### Placed cells, one color a class

Scale: 4 px per um.
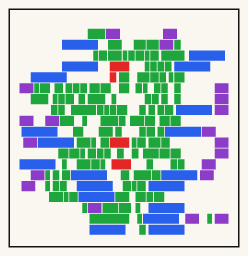
### I/O nets highlighted

Scale: 8 px per um.
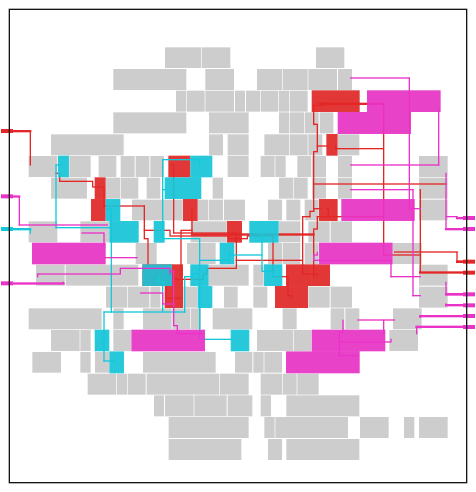
### Clock wiring as the flow saved it

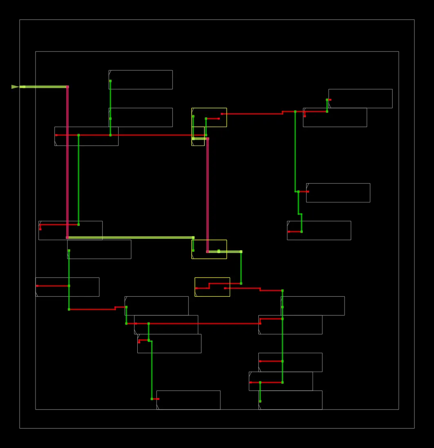
==> config.mk <==
export PLATFORM = sky130hd
export DESIGN_NAME = decoder_nto2n_seq
export DESIGN_NICKNAME = d
export VERILOG_FILES = /design/src/rtl/decoder_nto2n_seq.sv
export SDC_FILE = /design/constraint.sdc
export NUM_CORES = 1
export LEC_CHECK = 0
export CORE_AREA = 2 2 55 57
export CTS_BUF_LIST = sky130_fd_sc_hd__clkbuf_8
export DETAILED_ROUTE_END_ITERATION = 8
export DIE_AREA = 0 0 57 59
export PLACE_DENSITY = 0.77
export SLEW_MARGIN = 20
export SYNTH_ARGS = -nofsm -noshare
export SYNTH_HDL_FRONTEND = slang
export SYNTH_SLANG_ARGS = --single-unit
==> constraint.sdc <==
create_clock -name CLK -period 3.5 [get_ports CLK]
set_input_delay 0.7 -clock CLK [delete_from_list [all_inputs] [get_ports CLK]]
set_output_delay 0.7 -clock CLK [all_outputs]
set_load 0.005 [all_outputs]
==> notes.md <==
Implementation results

The run finished with clean final reports. The clock network area share is 2.92%. STA lists the maximum fanout along the critical path as 18. The standby leakage power is 0.000627 uW.

Per the CTS log, the buffer count on the longest clock path is 2. After layout, the design draws a total of 567 uW. The internal power consumption is 380 uW.

Once placement completed, the tool counted placed cells totaling 196. Of the post-synthesis cell area, the dominant cell type holds 35.3%. In the final routing, the length of wire on met1 measures 1500 um. The final standard cell count with taps included and fillers excluded is 200. Across all stage logs, warnings added up to 26. The proportion of synthesized area in mux cells is 0.837%. Based on the critical path, the design can be clocked at up to 399 MHz. The share of power burned in combinational logic is 26.1%.

The weighted congestion at the end of routability-driven global placement is 0.925. For reference, the top logic cell family by area is simple AND/OR/NAND/NOR gates. The fraction of area in multi-input gates is 50.9%. The worst setup slack after layout is 0.993 ns.

The worst setup path is of the input pin to flop kind. The peak supply drop is 0.311 mV. The area fraction in full adders, half adders and majority gates is 2.79%. The first global-routing pass estimated 5690 um of wire. At the pin with the least slew margin, the transition time is 0.695 ns. The post-cts hold-fix buffer tally is 0. The switching share of power is 33.0%.

Per the detail_route report, routed wire per instance is 16.8 um. The standard cell with the maximum stage delay on the critical path is sky130_fd_sc_hd__clkdlybuf4s50_1. The final layout report lists a clock buffer count of 3. The data required time reported for the critical path is 3.68 ns.

Non-clock buffers in the final layout number 20. Per the cell usage report, the commonest logic cell in the layout is sky130_fd_sc_hd__clkdlybuf4s50_1. The vertical die dimension is 59 um. The met2 routed wirelength is 1650 um.

Counting the warning lines in the Yosys log gives 0. The number of H-tree branching levels is 1. The power consumed by sequential cells is 263 uW. The sequential cells in the finished layout cover a total of 475 um2. The most common logic cells in the final layout are sky130_fd_sc_hd__clkdlybuf4s50_1 (20), sky130_fd_sc_hd__dfrtp_1 (19), sky130_fd_sc_hd__nor2_1 (12), sky130_fd_sc_hd__o21ai_0 (12), sky130_fd_sc_hd__nor3_1 (10).

In the Yosys report the total cell count is 153. The number of multi-input combinational cells in the layout is 121. The reg-to-reg setup timing slack is 1.22 ns. The tapcell count is 31. The uppermost metal layer occupied by signal nets is met4. The data arrival time of the worst path is 2.68 ns.

The share of total power in the clock network is 27.5%. The multi-input combinational cells in the finished layout cover a total of 808 um2. The total DRC errors in the routed layout is 0.

The timing report notes that buffer and inverter cells on the critical path total 1.
-- 'Placed cells, one color a class' (at the start) --
legend:
  blue:
    class: sequential cells
    cells: 19
    share_of_their_area: 31%
  red:
    class: clock drivers and dummy loads
    cells: 4
    share_of_their_area: 3.0%
  green:
    class: combinational and other logic
    cells: 126
    share_of_their_area: 53%
  purple:
    class: remaining buffers and delay cells
    cells: 20
    share_of_their_area: 13%
total non-filler cell area in the finished layout: 0.00159 mm2
flip-flop and latch share of the layout cell area: 29.9%

-- 'I/O nets highlighted' (at the start) --
legend:
  red:
    port: A
    bits: 3
    direction: input
    end_cells: 14
    buffers: 3
    wire: 259 um
  cyan:
    port: LOAD
    bits: 1
    direction: input
    end_cells: 15
    buffers: 1
    wire: 114 um
  magenta:
    port: Y
    bits: 8
    direction: output
    end_cells: 8
    buffers: 8
    wire: 198 um
port buffer count: 20
I/O pins: 21

-- 'Clock wiring as the flow saved it' (at the start) --
power consumed by the clock network: 156 uW
clock insertion delay at the later pin of the skew report: 0.26 ns
FF+latch count: 19
worst clock skew: 0.00161 ns

Power is estimated from default activity; no workload was simulated.
